### Sequential cells coloured by netlist name, run 1

Scale: 2 px per um. Other sequential cells in the stronger grey, the rest of the logic in the fainter grey.
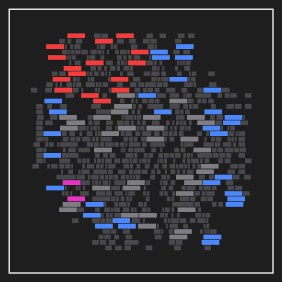
### Signal wires by layer, run 1

Scale: 3 px per um.
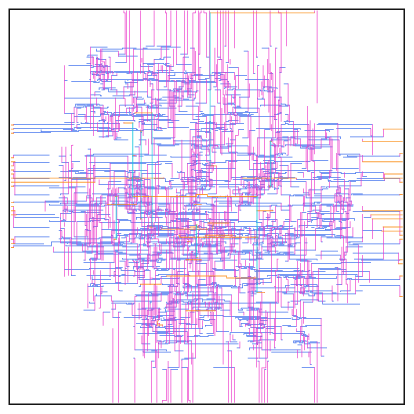
### I/O nets highlighted, run 1

Scale: 3 px per um.
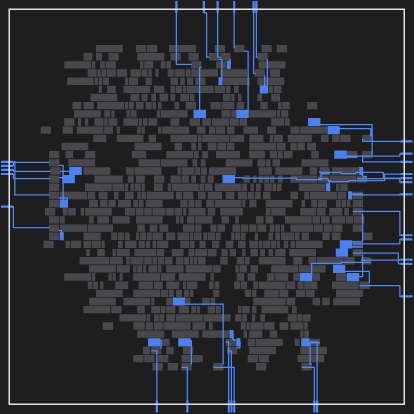
### I/O pins on the die edge, run 1

Scale: 2 px per um. Pins as bars across the die edge, other pins in grey.
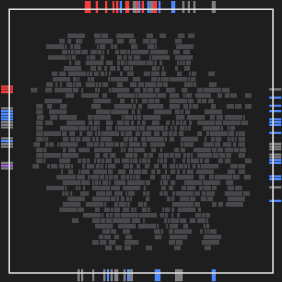
<file path="config.mk">
export PLATFORM = sky130hd
export DESIGN_NAME = hitcomb_seq
export DESIGN_NICKNAME = d
export VERILOG_FILES = /design/src/rtl/hitcomb_seq.sv
export SDC_FILE = /design/constraint.sdc
export NUM_CORES = 1
export LEC_CHECK = 0
export CELL_PAD_IN_SITES_DETAIL_PLACEMENT = 0
export CELL_PAD_IN_SITES_GLOBAL_PLACEMENT = 1
export CORE_MARGIN = 10
export CORE_UTILIZATION = 38
export CTS_BUF_LIST = sky130_fd_sc_hd__clkbuf_8
export CTS_CLUSTER_DIAMETER = 50
export DETAILED_ROUTE_END_ITERATION = 8
export MAX_ROUTING_LAYER = met4
export PLACE_DENSITY = 0.89
export SKIP_CTS_REPAIR_TIMING = 1
export SLEW_MARGIN = 25
export SYNTH_ARGS = -nofsm -noshare
export SYNTH_HDL_FRONTEND = slang
export SYNTH_SLANG_ARGS = --single-unit
export TNS_END_PERCENT = 5
</file>
<file path="constraint.sdc">
create_clock -name clock -period 2.5 [get_ports clock]
set_clock_uncertainty 0.05 [all_clocks]
set_input_delay 0.25 -clock clock [delete_from_list [all_inputs] [get_ports clock]]
set_output_delay 0.25 -clock clock [all_outputs]
set_load 0.05 [all_outputs]
</file>
<file path="src/rtl/hitcomb_seq.sv">
// ----------------------------------------------------------------------------
// hitcomb_seq
//
// Combination sequencer for the hit-memory readout path. For one road it
// walks every combination of one hit per layer in odometer order (layer 0 is
// the fastest digit). Each combination is offered to the fitter input stage
// with a valid/ready handshake. The road ends with a one-cycle done pulse and
// a saturating count of accepted combinations.
//
// Ports:
//   clock       in   system clock, rising edge
//   reset       in   asynchronous, active-high; clears all state and outputs
//   start       in   one-cycle request to begin a road (honoured in IDLE only)
//   nhits       in   hit count per layer, layer k at [k*PW +: PW]
//   abort       in   synchronous cancel, any state, highest priority
//   fit_ready   in   fitter accepts a combination this cycle
//   comb_valid  out  pos holds a valid combination
//   pos         out  hit position per layer, same packing as nhits
//   comb_last   out  qualifies comb_valid: final combination of the road
//   busy        out  high in every state except IDLE
//   done        out  one-cycle pulse at the end of a road
//   nocomb      out  road had a zero-hit layer; valid while done is high
//   ncomb       out  combinations accepted this road (saturating)
// ----------------------------------------------------------------------------
module hitcomb_seq #(
  parameter int NLAYER = 6,
  parameter int PW     = 5,
  parameter int CW     = 16
) (
  input  logic                 clock,
  input  logic                 reset,
  input  logic                 start,
  input  logic [NLAYER*PW-1:0] nhits,
  input  logic                 abort,
  input  logic                 fit_ready,
  output logic                 comb_valid,
  output logic [NLAYER*PW-1:0] pos,
  output logic                 comb_last,
  output logic                 busy,
  output logic                 done,
  output logic                 nocomb,
  output logic [CW-1:0]        ncomb
);

  typedef enum logic [1:0] {
    IDLE  = 2'd0,
    CHECK = 2'd1,
    RUN   = 2'd2,
    DONE  = 2'd3
  } state_t;

  localparam logic [PW-1:0] POS_ZERO  = {PW{1'b0}};
  localparam logic [PW-1:0] POS_ONE   = PW'(1'b1);
  localparam logic [CW-1:0] NCOMB_MAX = {CW{1'b1}};
  localparam logic [CW-1:0] NCOMB_ONE = CW'(1'b1);

  state_t                 state_r;
  state_t                 state_nxt_s;
  logic [NLAYER*PW-1:0]   cnt_r;
  logic [NLAYER*PW-1:0]   pos_r;
  logic [NLAYER*PW-1:0]   pos_adv_s;
  logic [NLAYER-1:0]      zero_s;
  logic [NLAYER-1:0]      last_s;
  logic                   carry_s;
  logic                   any_zero_s;
  logic                   all_last_s;
  logic                   comb_valid_r;
  logic                   busy_r;
  logic                   done_r;
  logic                   nocomb_r;
  logic [CW-1:0]          ncomb_r;
  logic                   load_s;
  logic                   xfer_s;
  logic                   comb_last_s;

  // Start is only taken in IDLE, and abort wins over a simultaneous start.
  assign load_s = (state_r == IDLE) && start && !abort;

  // comb_valid is only ever high in RUN, so this is the fitter handshake.
  assign xfer_s = comb_valid_r && fit_ready && (state_r == RUN);

  // Per-layer status: empty layer, and layer sitting at its last position.
  always_comb begin
    zero_s = {NLAYER{1'b0}};
    last_s = {NLAYER{1'b0}};
    for (int k = 0; k < NLAYER; k++) begin
      zero_s[k] = (cnt_r[k*PW +: PW] == POS_ZERO);
      // count-1 only matters for a non-empty layer; an empty layer never runs.
      if (zero_s[k]) begin
        last_s[k] = 1'b0;
      end else begin
        last_s[k] = (pos_r[k*PW +: PW] == (cnt_r[k*PW +: PW] - POS_ONE));
      end
    end
  end

  assign any_zero_s = |zero_s;
  assign all_last_s = &last_s;

  // Gated by comb_valid so a stale final position never shows as last
  // outside an active offer (after abort, after done, in IDLE).
  assign comb_last_s = comb_valid_r && all_last_s;

  // Odometer step: the carry enters layer 0 and ripples past every layer
  // that is at its last position; a carried-into layer wraps or increments.
  always_comb begin
    pos_adv_s = pos_r;
    carry_s   = 1'b1;
    for (int k = 0; k < NLAYER; k++) begin
      if (carry_s) begin
        if (last_s[k]) begin
          pos_adv_s[k*PW +: PW] = POS_ZERO;
        end else begin
          pos_adv_s[k*PW +: PW] = pos_r[k*PW +: PW] + POS_ONE;
        end
      end else begin
        pos_adv_s[k*PW +: PW] = pos_r[k*PW +: PW];
      end
      carry_s = carry_s && last_s[k];
    end
  end

  // State register.
  always_ff @(posedge clock or posedge reset) begin
    if (reset) begin
      state_r <= IDLE;
    end else begin
      state_r <= state_nxt_s;
    end
  end

  // Next-state logic; abort overrides every state.
  always_comb begin
    state_nxt_s = state_r;
    if (abort) begin
      state_nxt_s = IDLE;
    end else begin
      case (state_r)
        IDLE: begin
          if (start) begin
            state_nxt_s = CHECK;
          end else begin
            state_nxt_s = IDLE;
          end
        end
        CHECK: begin
          if (any_zero_s) begin
            state_nxt_s = DONE;
          end else begin
            state_nxt_s = RUN;
          end
        end
        RUN: begin
          if (xfer_s && all_last_s) begin
            state_nxt_s = DONE;
          end else begin
            state_nxt_s = RUN;
          end
        end
        DONE: begin
          state_nxt_s = IDLE;
        end
        default: begin
          state_nxt_s = IDLE;
        end
      endcase
    end
  end

  // busy and done are registered copies of the next state so they line up
  // with the state register and come straight from flops.
  always_ff @(posedge clock or posedge reset) begin
    if (reset) begin
      busy_r <= 1'b0;
      done_r <= 1'b0;
    end else begin
      busy_r <= (state_nxt_s != IDLE);
      done_r <= (state_nxt_s == DONE);
    end
  end

  // Latched per-layer counts; later nhits changes do not affect the road.
  always_ff @(posedge clock or posedge reset) begin
    if (reset) begin
      cnt_r <= {(NLAYER*PW){1'b0}};
    end else if (load_s) begin
      cnt_r <= nhits;
    end else begin
      cnt_r <= cnt_r;
    end
  end

  // Offer register: positions and valid flag.
  always_ff @(posedge clock or posedge reset) begin
    if (reset) begin
      pos_r        <= {(NLAYER*PW){1'b0}};
      comb_valid_r <= 1'b0;
    end else if (abort) begin
      pos_r        <= pos_r;
      comb_valid_r <= 1'b0;
    end else if ((state_r == CHECK) && !any_zero_s) begin
      pos_r        <= {(NLAYER*PW){1'b0}};
      comb_valid_r <= 1'b1;
    end else if (xfer_s && all_last_s) begin
      pos_r        <= pos_r;
      comb_valid_r <= 1'b0;
    end else if (xfer_s) begin
      pos_r        <= pos_adv_s;
      comb_valid_r <= 1'b1;
    end else begin
      pos_r        <= pos_r;
      comb_valid_r <= comb_valid_r;
    end
  end

  // Empty-road flag, decided in CHECK and held until the next road's CHECK.
  always_ff @(posedge clock or posedge reset) begin
    if (reset) begin
      nocomb_r <= 1'b0;
    end else if ((state_r == CHECK) && !abort) begin
      nocomb_r <= any_zero_s;
    end else begin
      nocomb_r <= nocomb_r;
    end
  end

  // Accepted-combination counter. A transfer coinciding with abort still
  // counts; the counter saturates instead of wrapping.
  always_ff @(posedge clock or posedge reset) begin
    if (reset) begin
      ncomb_r <= {CW{1'b0}};
    end else if (load_s) begin
      ncomb_r <= {CW{1'b0}};
    end else if (xfer_s && (ncomb_r != NCOMB_MAX)) begin
      ncomb_r <= ncomb_r + NCOMB_ONE;
    end else begin
      ncomb_r <= ncomb_r;
    end
  end

  assign comb_valid = comb_valid_r;
  assign pos        = pos_r;
  assign comb_last  = comb_last_s;
  assign busy       = busy_r;
  assign done       = done_r;
  assign nocomb     = nocomb_r;
  assign ncomb      = ncomb_r;

endmodule

</file>
==> summary.txt, run 1 <==
status -> complete, but fails checks
failing checks -> setup timing
reg2reg start -> cnt_r[21]$_DFFE_PP0P_
Post-Place Cells -> 795
Max-Cap Viols -> 0
clock sinks -> 82
Adders+Majority by Area -> 0.0453
Flop pwr share -> 0.301
Hold/Removal Path Class -> in -> async
met1 Track Usage GR -> 0.184
yosys xor share -> 0.104
Post-synth regs -> 82
unrepaired setup endpoints after global routing -> true
Dominant combinational family -> simple AND/OR/NAND/NOR gates
f_max -> 0.359 GHz
Mapped Nets -> 537
Comb power frac -> 0.552
clock share of power -> 0.147
Compound-Gate Fraction of Synth Area -> 0.115
largest net degree at the start of global routing -> 40
crit path to -> comb_last
CP delay by family, top -> simple AND/OR/NAND/NOR gates
Worst Reg-to-Reg Cells -> 12
Crit. End Element -> primary output
Top pwr grp -> combinational logic
CP startpoint -> cnt_r[26]$_DFFE_PP0P_
Final TNS setup -> -820 ps
CP Launch Type -> flip-flop
Pre-antenna DRT Iters -> 4
Synth Instances -> 485
Post-Synthesis Cell Area -> 0.00470 mm2
die area -> 0.0172 mm2
final setup fails -> 12
synth warn -> 0
worst-path maximum fanout -> 4
CTS tree -> yes
sw power -> 2.77 mW
TritonCTS buffer count -> 9
GP Congestion -> 0.854
Pwr Density -> 1010 mW/mm2
GRT met2 Usage -> 0.251
met3 usage -> 0.0293
vias per std cell -> 5.17
Power Combinational -> 3.73 mW
Worst R2R End -> pos[15]$_DFFE_PP0P_
P_int -> 3.99 mW
Tmin final -> 2790 ps
R2R setup slack -> -110 ps
Worst path depth -> 10
# rows -> 40
CP bufs+invs -> 4
first-pass GRT wire length -> 21.6 mm
antenna violations before repair -> 0
Slew headroom -> 0.624
Final Cell Area -> 0.00670 mm2
ant diodes -> 0
slowest CP cell -> dfrtp_1
GR peak layer -> met2
Final ANT Viol Nets -> 0
Area Overhead vs Synth -> 42.6%
layout cell share with drive strength beyond 1 -> 0.238
endpoints failing hold -> 0
DP Area -> 0.00627 mm2
post-synth area from yosys stat -> 0.00470 mm2
Main synth FF type -> dfrtp_1
worst-path cell chain -> inv_2, ha_4, or3b_4, xnor2_2, nor4_2, buf_4, nand2_4, inv_2, and4_4, buf_12
leakage power -> 2.83 nW
clk pwr -> 993 uW
Async SR Flop Fraction -> 1.00
slew of the pin with the lowest slew margin -> 562 ps
Avg Inst Size Synth -> 9.68 um2
Post-synth EDFFs -> 0
CTS Buffer Depth -> 2
Worst-path clk slew -> 90 ps
final worst-path cycle share -> 1.11
OpenROAD warning count -> 31
CP Class -> reg -> out
Setup WS post-layout -> -286 ps
mux frac, synth -> 0.0493
Final Net Count -> 697
WHS -> 225 ps
Latency at later pin -> 360 ps
Root Buffer -> clkbuf_8
Slew Viols, Final -> 0
number of global-route vias before repair -> 4397
crit-path max cell delay -> 400 ps
Total Power -> 6.76 mW
htree depth -> 3
yosys stat cell total -> 485
Critical Path AT -> 2490 ps
Worst Path Required -> 2200 ps
dpl hpwl -> 10.2 mm
grt total ovfl -> 0
switching part of the total power -> 0.409
FP Util -> 0.389
worst vdd ir -> 438 uV
yosys simple share -> 0.216
core area -> 0.0121 mm2
Residual DRC -> 0
final std cells w/o fill -> 818
library cells used by synthesis -> 57
Top cell by count, worst path -> inv_2
post-synthesis sequential area ratio -> 0.437
DR iter-0 viols -> 244
Notes on 'Sequential cells coloured by netlist name' above:
| colour | name in the netlist | placed flops |
|---|---|---|
| magenta | state_r | 2 |
| blue | cnt_r | 30 |
| red | ncomb | 16 |
sequential share of cell area: 0.307
final core occ: 0.555
Seq group: 2.04 mW
Sequential cell area: 0.00205 mm2

Notes on 'Signal wires by layer' above:
| colour | layer | wire length |
|---|---|---|
| orange | M3 | 441 um |
| blue | M1 | 6070 um |
| magenta | M2 | 6550 um |
| cyan | M4 | 215 um |
DR vias: 4231
Routed WL: 13.3 mm
Routed wire per std cell: 16.2 um
total track usage: 0.153

Notes on 'I/O nets highlighted' above:
| colour | port | bits | direction | edge | end cells | buffers | wire |
|---|---|---|---|---|---|---|---|
| blue | nhits | 30 | input | 12 east, 7 south, 6 north, 5 west | 30 | 30 | 885 um |
IO Port Bufs: 85
count of boundary I/O pins: 86

Notes on 'I/O pins on the die edge' above:
| colour | port | pins | direction | edge |
|---|---|---|---|---|
| purple | fit_ready | 1 | input | west |
| red | ncomb | 16 | output | 13 north, 3 west |
| blue | nhits | 30 | input | 12 east, 7 south, 6 north, 5 west |
all pins by edge: 28 north, 21 south, 19 east, 18 west
die width: 131 um
die height: 131 um

[run 1: logic make-up after synthesis]
logic type	count (synthesis)
AND/OR/NAND/NOR	192
XOR/XNOR	51
multiplexers	21
buffers and inverters	40
adder cells (fa/ha/maj)	17
AND-OR/OR-AND	82
flip-flops	82
[run 1: worst reg2reg max path: stages, from the launching register on]
cell	delay, ps
dfrtp_1	390
inv_1	70
ha_1	180
buf_4	130
nor3b_1	220
xnor2_1	150
nor3_4	320
buf_4	190
nand3_1	180
a31oi_4	270
buf_4	170
nor3_1	40
a21o_1	150
[run 1: how the worst min path moves through the flow]
stage | endpoint | slack [ps] | startpoint | depth (start not counted)
floorplan | cnt_r[0]$_DFFE_PP0P_ | 320 | nhits[0] | 2
global placement | nocomb$_DFFE_PP0P_ | 470 | nocomb$_DFFE_PP0P_ | 2
detailed placement | nocomb$_DFFE_PP0P_ | 480 | nocomb$_DFFE_PP0P_ | 2
CTS | cnt_r[2]$_DFFE_PP0P_ | 230 | reset | 2
global route | cnt_r[3]$_DFFE_PP0P_ | 260 | reset | 2
finish | cnt_r[2]$_DFFE_PP0P_ | 220 | reset | 2
[run 1: layout by cell type (no fill, tap or decap), drive strengths merged, types with 5 or more instances in the layout]
cell	instances
ha	17
nor2	33
a21oi	11
mux2	17
xnor2	31
and3	6
buf	78
clkbuf	10
clkdlybuf4s50	84
and2	6
a31oi	5
nand4	9
nand3	29
nand2	46
inv	29
nand2b	10
nor4	5
xor2	17
o21ai	36
dfrtp	82
or3	5
o31ai	7
nor3	21
[run 1: cells in the mapped netlist (all sizes together), types with 3 or more instances]
cell    instances  share of area
ha             17          0.045
buf             4         0.0048
nand2          46          0.037
nand4           9          0.012
nor3           21          0.023
dfrtp          82           0.44
o21ai          36          0.038
mux2           17          0.041
and4            3         0.0056
xor2           17          0.032
o31ai           7          0.011
nor2b           3         0.0040
or3             5         0.0067
clkbuf          9         0.0072
nor4            5          0.013
inv            27          0.022
and3            6         0.0080
mux2i           4         0.0085
xnor2          31          0.058
a21oi          11          0.012
nand3          29          0.031
a31oi           5         0.0099
and2            6         0.0080
nand2b         10          0.013
nor3b           4         0.0075
a41oi           4         0.0075
nor4b           4         0.0075
nor2           33          0.027
[run 1: stage by stage]
stage	utilization	setup slack [ps]
after global routing	0.555	-419
final	0.555	-286
after detailed placement	0.520	-262
after CTS	0.537	-462
after global placement	0.520	-214
after floorplan	-	-35.4
[run 1: area by class of cell]
cell class | count | area, um2
timing repair buffer | 162 | 1470
fill | 1054 | 5360
sequential | 82 | 2050
inverter | 27 | 105
clock buffer | 10 | 138
multi-input combinational | 363 | 2660
tap | 168 | 210
clock inverter | 6 | 63.8
[run 1: routing by layer]
metal | vias up | part of all wire
li1 | 2043 | -
met1 | 2082 | 0.46
met2 | 87 | 0.49
met3 | 19 | 0.033
met4 | 0 | 0.016
met5 | - | 0
[run 1: sequential cells by signal (all words and copies together) (netlist names)]
signal and count:
pos 30, ncomb 16, nocomb 1, done 1
cnt_r 30, comb_valid 1, busy 1, state_r 2
### Congestion heat map, run 1

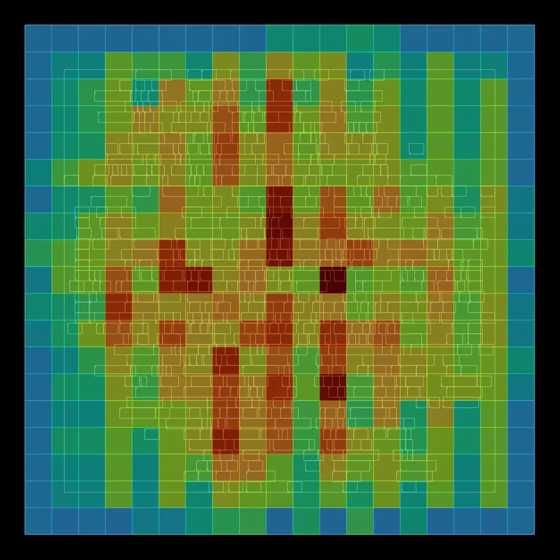

## Run 2: what changed since run 1
CORE_MARGIN = not set   (was 10)
PLACE_DENSITY = not set   (was 0.89)
PLACE_DENSITY_LB_ADDON = 0.1   (was not set)
### Congestion heat map, run 2

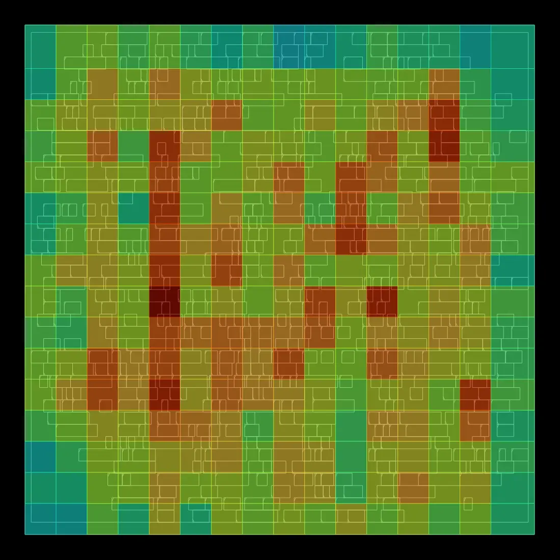
met1 Track Usage GR: 0.263
total track usage: 0.212
GR peak layer: met2
GRT met2 Usage: 0.346
final core occ: 0.563

==> run 2 against run 1 <==
The flow still finishes with violations (setup timing). Core utilization is 0.80 points higher. Final cell count is 1.7% lower. Worst hold slack better by 69 ps. Flip-flop count stayed put. Cell area is 1.0% higher. Critical path depth is 1 lower. Clock power is about 10% higher. Global-route usage is 5.9 points higher. First-iteration DRC count is 11% lower. Total power is 1.3% higher. Sequential share of layout area is 0.31 points lower. Combinational power is 1% lower. Critical path type unchanged. Largest power group unchanged.
==> summary.txt, run 2 <==
Post-synth EDFFs -> 0 (unchanged)
endpoints failing hold -> 0 (unchanged)
post-synthesis sequential area ratio -> 0.437 (unchanged)
Final Net Count -> 705 (+1.1%)
final worst-path cycle share -> 1.12 (+0.00708)
worst-path maximum fanout -> 3 (-1)
IO Port Bufs -> 85 (unchanged)
Setup WS post-layout -> -304 ps (-17.7 ps)
Critical Path AT -> 2500 ps (about the same)
Post-synth regs -> 82 (unchanged)
Residual DRC -> 0 (unchanged)
dpl ws -> -211 ps (+50.7 ps)
slew of the pin with the lowest slew margin -> 556 ps (-5.96 ps)
FP Util -> 0.391 (+0.00162)
largest net degree at the start of global routing -> 83 (+110%)
count of boundary I/O pins -> 86 (unchanged)
# rows -> 40 (unchanged)
GP Congestion -> 0.849 (-0.60%)
synth warn -> 0 (unchanged)
ant diodes -> 0 (unchanged)
yosys stat cell total -> 485 (unchanged)
Crit. End Element -> primary output
Final ANT Viol Nets -> 0 (unchanged)
most frequent cells in the layout -> clkdlybuf4s50_1 (84), buf_4 (82), dfrtp_1 (81)
Latency at later pin -> 370 ps (about the same)
CTS Buffer Depth -> 2 (unchanged)
reg2reg start -> cnt_r[26]$_DFFE_PP0P_
count leader, synth -> dfrtp_1
CP Launch Type -> flip-flop
post-synth area from yosys stat -> 0.00470 mm2 (unchanged)
Slew Viols, Final -> 0 (unchanged)
DR iter-0 viols -> 218 (-11%)
Dominant combinational family -> simple AND/OR/NAND/NOR gates
htree depth -> 3 (unchanged)
final std cells w/o fill -> 804 (-1.7%)
Adders+Majority by Area -> 0.0453 (unchanged)
Max-Cap Viols -> 0 (unchanged)
unrepaired setup endpoints after global routing -> true
grt total ovfl -> 0 (unchanged)
R2R setup slack -> -180 ps (-70 ps)
CP Class -> reg -> out
leakage power -> 2.90 nW (+2.5%)
top cells by count -> dfrtp_1 (82), nand2_1 (46), o21ai_0 (33)
core area -> 0.0120 mm2 (-0.42%)
Tmin final -> 2800 ps (+17.7 ps)
CP startpoint -> cnt_r[26]$_DFFE_PP0P_
Worst Path Required -> 2200 ps (about the same)
Top area cell types -> dfrtp_1 (44%), xnor2_1 (5.8%), ha_1 (4.5%), mux2_2 (4.1%), nand2_1 (3.7%)
failing checks -> setup timing
first-pass GRT wire length -> 20.6 mm (-4.5%)
Final TNS setup -> -1490 ps (-666 ps)
Compound-Gate Fraction of Synth Area -> 0.115 (unchanged)
yosys xor share -> 0.104 (unchanged)
Commonest Layout Cell -> clkdlybuf4s50_1
Worst-path clk slew -> 90 ps (about the same)
yosys simple share -> 0.216 (unchanged)
Root Buffer -> clkbuf_8
f_max -> 0.357 GHz (-0.63%)
Async SR Flop Fraction -> 1.00 (unchanged)
die height -> 113 um (-14%)
Post-Place Cells -> 773 (-2.8%)
CTS tree -> yes
cell taking the most area after synthesis -> dfrtp_1
Pwr Density -> 1010 mW/mm2 (+0.32%)
Worst Reg-to-Reg Cells -> 11 (-1)
mux frac, synth -> 0.0493 (unchanged)
Synth Instances -> 485 (unchanged)
TritonCTS buffer count -> 9 (unchanged)
clock sinks -> 82 (unchanged)
Area Overhead vs Synth -> 44.1%
antenna violations before repair -> 0 (unchanged)
worst vdd ir -> 538 uV (+23%)
final setup fails -> 25 (+13)
number of global-route vias before repair -> 4236 (-3.7%)
die width -> 113 um (-14%)
layout cell share with drive strength beyond 1 -> 0.251 (+0.0127)
library cells used by synthesis -> 57 (unchanged)
dpl hpwl -> 9.24 mm (-9.2%)
Worst R2R End -> pos[15]$_DFFE_PP0P_
Pre-antenna DRT Iters -> 4 (unchanged)
die area -> 0.0128 mm2 (-26%)
vias per std cell -> 5.18 (+0.13%)
crit path to -> comb_last
Hold/Removal Path Class -> in -> async
Post-Synthesis Cell Area -> 0.00470 mm2 (unchanged)
Top cell area share -> 0.437 (unchanged)
OpenROAD warning count -> 31 (unchanged)
WHS -> 293 ps (+68.5 ps)
status -> complete, but fails checks
Avg Inst Size Synth -> 9.68 um2 (unchanged)
Main synth FF type -> dfrtp_1
Slew headroom -> 0.624 (about the same)
Mapped Nets -> 537 (unchanged)
### Signal wires by layer, run 2

Scale: 3 px per um.
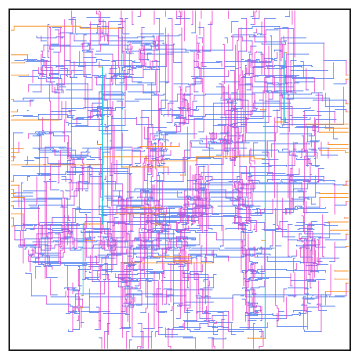
| colour | layer | wire length |
|---|---|---|
| cyan | M4 | 226 um |
| orange | M3 | 434 um |
| magenta | M2 | 6100 um |
| blue | M1 | 5900 um |
Routed wire per std cell: 15.7 um
Routed WL: 12.7 mm
DR vias: 4164

## run 2: cell counts after synthesis
Identical to the previous run, type by type.
## run 2: through the flow
step | total power [mW] | instance area, um2
after floorplan | 4.17 | 4700
after global placement | 5.31 | 6220
after detailed placement | 5.38 | 6220
after CTS | 6.49 | 6440
after global routing | 7.33 | 6770
final | 6.85 | 6770
## run 2: how the worst min path moves through the flow
stage,start,to,slack [ps],cells past startpoint
global placement,pos[14]$_DFFE_PP0P_,pos[14]$_DFFE_PP0P_,480,1
CTS,reset,ncomb[5]$_DFFE_PP0P_,300,3
detailed placement,nocomb$_DFFE_PP0P_,nocomb$_DFFE_PP0P_,480,2
global route,reset,ncomb[5]$_DFFE_PP0P_,340,3
finish,reset,ncomb[5]$_DFFE_PP0P_,290,3
floorplan,nhits[0],cnt_r[0]$_DFFE_PP0P_,320,2
## run 2: metal layers
layer | track usage | up-vias | wire length, um
li1 | - | 2048 | -
met1 | 0.263 | 2020 | 5900
met2 | 0.346 | 80 | 6100
met3 | 0.0332 | 16 | 434
met4 | 0.0886 | 0 | 226
met5 | - | - | 0
## run 2: worst max-delay path, cell delays in order (launching register included)
cell and delay [ps]:
dfrtp_1 400, inv_2 80, ha_4 140, or3b_4 410, xnor2_4 150, nor4_4 380, nand2_2 130, inv_2 80
and4_4 230, buf_12 130
## run 2: cell type report
type | instances | area, um2
flip-flops and latches | 82 | 2050
fillers | 1100 | 5240
multi-input cells | 363 | 2690
clock buffers | 10 | 138
inverters | 27 | 105
clock inverters | 5 | 78.8
repair buffers | 170 | 1520
well taps | 147 | 184
## run 2: power breakdown
| part | internal [mW] | leakage (nW) | switching, mW |
|---|---|---|---|
| sequential | 1.68 | 1.06 | 0.387 |
| combinational | 1.81 | 1.73 | 1.88 |
| clock | 0.583 | 0.112 | 0.506 |
## run 2: logic make-up (layout without fill, tap and decap cells)
family,after synthesis,after routing
adder cells (fa/ha/maj),17,17
XOR/XNOR,51,51
buffers and inverters,40,212
AND/OR/NAND/NOR,192,192
flip-flops,82,82
AND-OR/OR-AND,82,82
multiplexers,21,21
## Run 3: what changed since run 2
CAP_MARGIN = 20   (was not set)
### Congestion heat map, run 3

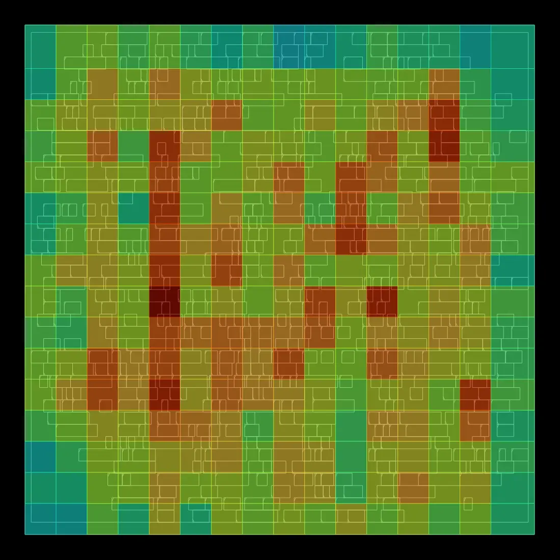
met3 usage: 0.0332

### Sequential cells coloured by netlist name, run 3

Scale: 2 px per um. Other sequential cells in the stronger grey, the rest of the logic in the fainter grey.
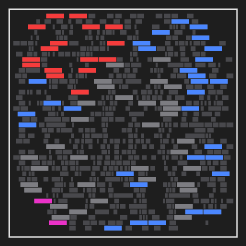
| colour | name in the netlist | placed flops |
|---|---|---|
| blue | cnt_r | 30 |
| red | ncomb | 16 |
| magenta | state_r | 2 |
not coloured: 34
Seq group: 2.07 mW
sequential share of cell area: 0.303

==> run 3 against run 2 <==
The flow still finishes with violations (setup timing). Routed wire length stayed put. Cell area stayed put. Synthesized cell count stayed put. Via count stayed put. Clock-buffer cell count stayed put. First-iteration DRC count stayed put. Clock power hardly changed. Total power stayed put. Sequential share of layout area stayed put. Critical path depth stayed put. Register-to-register slack hardly changed. Highest routed layer unchanged.
==> summary.txt, run 3 <==
TritonCTS buffer count -> 9 (unchanged)
dpl hpwl -> 9.24 mm (unchanged)
Routed wire per std cell -> 15.7 um (unchanged)
DR iter-0 viols -> 218 (unchanged)
Mapped Nets -> 537 (unchanged)
Post-Place Cells -> 773 (unchanged)
Tmin final -> 2800 ps (unchanged)
Fill cells -> 1100 (unchanged)
Max-Cap Viols -> 0 (unchanged)
final worst-path cycle share -> 1.12 (unchanged)
core area -> 0.0120 mm2 (unchanged)
Top area cell types -> dfrtp_1 (44%), xnor2_1 (5.8%), ha_1 (4.5%), mux2_2 (4.1%), nand2_1 (3.7%)
ant diodes -> 0 (unchanged)
Flop pwr share -> 0.302 (about the same)
Area Overhead vs Synth -> 44.1% (unchanged)
sw power -> 2.77 mW (unchanged)
endpoints failing hold -> 0 (unchanged)
worst-path maximum fanout -> 3 (unchanged)
f_max -> 0.357 GHz (unchanged)
Post-synth regs -> 82 (unchanged)
Crit. End Element -> primary output
DP Area -> 0.00622 mm2 (unchanged)
Worst-path clk slew -> 90 ps (about the same)
cell taking the most area after synthesis -> dfrtp_1
CP Launch Type -> flip-flop
Total Power -> 6.85 mW (unchanged)
total track usage -> 0.212 (unchanged)
Comb area -> 0.00269 mm2 (unchanged)
status -> complete, but fails checks
largest net degree at the start of global routing -> 83 (unchanged)
yosys stat cell total -> 485 (unchanged)
Synth Instances -> 485 (unchanged)
synth warn -> 0 (unchanged)
Post-Synthesis Cell Area -> 0.00470 mm2 (unchanged)
clock share of power -> 0.159 (about the same)
CTS tree -> yes
CP Class -> reg -> out
Async SR Flop Fraction -> 1.00 (unchanged)
Slew headroom -> 0.624 (unchanged)
WHS -> 293 ps (unchanged)
Hold/Removal Path Class -> in -> async
htree depth -> 3 (unchanged)
Sequential cell area -> 0.00205 mm2 (unchanged)
Routed WL -> 12.7 mm (unchanged)
worst vdd ir -> 538 uV (unchanged)
failing checks -> setup timing
Critical Path AT -> 2500 ps (about the same)
Residual DRC -> 0 (unchanged)
P_int -> 4.07 mW (unchanged)
Main synth FF type -> dfrtp_1
GP Congestion -> 0.849 (unchanged)
Worst Path Required -> 2200 ps (about the same)
count of boundary I/O pins -> 86 (unchanged)
top cells by count -> dfrtp_1 (82), nand2_1 (46), o21ai_0 (33)
FP Util -> 0.391 (unchanged)
Root Buffer -> clkbuf_8
Slew Viols, Final -> 0 (unchanged)
post-synthesis sequential area ratio -> 0.437 (unchanged)
antenna violations before repair -> 0 (unchanged)
vias per std cell -> 5.18 (unchanged)
die area -> 0.0128 mm2 (unchanged)
Avg Inst Size Synth -> 9.68 um2 (unchanged)
Final Cell Area -> 0.00677 mm2 (unchanged)
# rows -> 40 (unchanged)
library cells used by synthesis -> 57 (unchanged)
Pwr Density -> 1010 mW/mm2 (unchanged)
leakage power -> 2.90 nW (unchanged)
most frequent cells in the layout -> clkdlybuf4s50_1 (84), buf_4 (82), dfrtp_1 (81)
Final ANT Viol Nets -> 0 (unchanged)
first-pass GRT wire length -> 20.6 mm (unchanged)
layout cell share with drive strength beyond 1 -> 0.251 (unchanged)
dpl ws -> -211 ps (unchanged)
Pre-antenna DRT Iters -> 4 (unchanged)
clock sinks -> 82 (unchanged)
grt total ovfl -> 0 (unchanged)
Post-synth EDFFs -> 0 (unchanged)
CTS Buffer Depth -> 2 (unchanged)
number of global-route vias before repair -> 4236 (unchanged)
final setup fails -> 25 (unchanged)
count leader, synth -> dfrtp_1
DR vias -> 4164 (unchanged)
Setup WS post-layout -> -304 ps (unchanged)
slew of the pin with the lowest slew margin -> 556 ps (unchanged)
post-synth area from yosys stat -> 0.00470 mm2 (unchanged)
final std cells w/o fill -> 804 (unchanged)
Comb power frac -> 0.539 (about the same)
OpenROAD warning count -> 31 (unchanged)
die width -> 113 um (unchanged)
Top cell area share -> 0.437 (unchanged)
Final Net Count -> 705 (unchanged)
Commonest Layout Cell -> clkdlybuf4s50_1
Latency at later pin -> 370 ps (about the same)
switching part of the total power -> 0.405 (unchanged)
die height -> 113 um (unchanged)
IO Port Bufs -> 85 (unchanged)
unrepaired setup endpoints after global routing -> true
==> run 3: power groups by stage <==
stage	clock network (mW)	registers [mW]	logic (mW)
2_1_floorplan	0	2.36	1.81
3_3_place_gp	0	2.06	3.25
3_5_place_dp	0	2.07	3.31
4_1_cts	1.12	2.05	3.32
5_1_grt	1.19	2.13	4.01
6_report	1.09	2.07	3.69
==> run 3: logic make-up after synthesis <==
| kind of cell | synth area share |
|---|---|
| and+or+nand+nor | 0.216 |
| AOI/OAI and AO/OA | 0.115 |
| muxes | 0.0493 |
| adders and majority gates | 0.0453 |
| xor gates and xnor gates | 0.104 |
| DFF | 0.437 |
| buffers and inverters | 0.0336 |
==> run 3: final timing paths <==
check | end | cells after the start | slack (ps) | start
worst min-delay path | ncomb[5]$_DFFE_PP0P_ | 3 | 290 | reset
worst max-delay path | comb_last | 9 | -300 | cnt_r[26]$_DFFE_PP0P_
worst min register to register | pos[14]$_DFFE_PP0P_ | 1 | 490 | pos[14]$_DFFE_PP0P_
max in group asynchronous | pos[2]$_DFFE_PP0P_ | 3 | 1760 | reset
worst max register to register | pos[15]$_DFFE_PP0P_ | 11 | -180 | cnt_r[26]$_DFFE_PP0P_
min in group clock | cnt_r[9]$_DFFE_PP0P_ | 3 | 380 | nhits[9]
==> run 3: worst max-delay path, cell delays in order (launching register included) <==
cell and delay, ps:
dfrtp_1 400, inv_2 80, ha_4 140, or3b_4 410, xnor2_4 150, nor4_4 380
nand2_2 130, inv_2 80, and4_4 230, buf_12 130
==> run 3: final cells by class <==
cell class              count  area share
well taps                 147      0.0272
multi-input cells         363       0.397
flip-flops and latches     82       0.303
clock inverters             5      0.0116
clock buffers              10      0.0203
inverters                  27      0.0155
repair buffers            170       0.224
==> run 3: through the flow <==
| stage | TNS (ps) | utilization |
|---|---|---|
| finish | -1490 | 0.563 |
| global route | -5610 | 0.563 |
| detailed placement | -2330 | 0.518 |
| global placement | -1990 | 0.518 |
| floorplan | -66.2 | - |
| CTS | -3310 | 0.536 |
==> run 3: layer usage <==
layer | track usage | vias to the layer above | wire (um)
li1 | - | 2048 | -
met1 | 0.263 | 2020 | 5900
met2 | 0.346 | 80 | 6100
met3 | 0.0332 | 16 | 434
met4 | 0.0886 | 0 | 226
met5 | - | - | 0
No activity file was given, so power comes from the tool's default toggle rates.
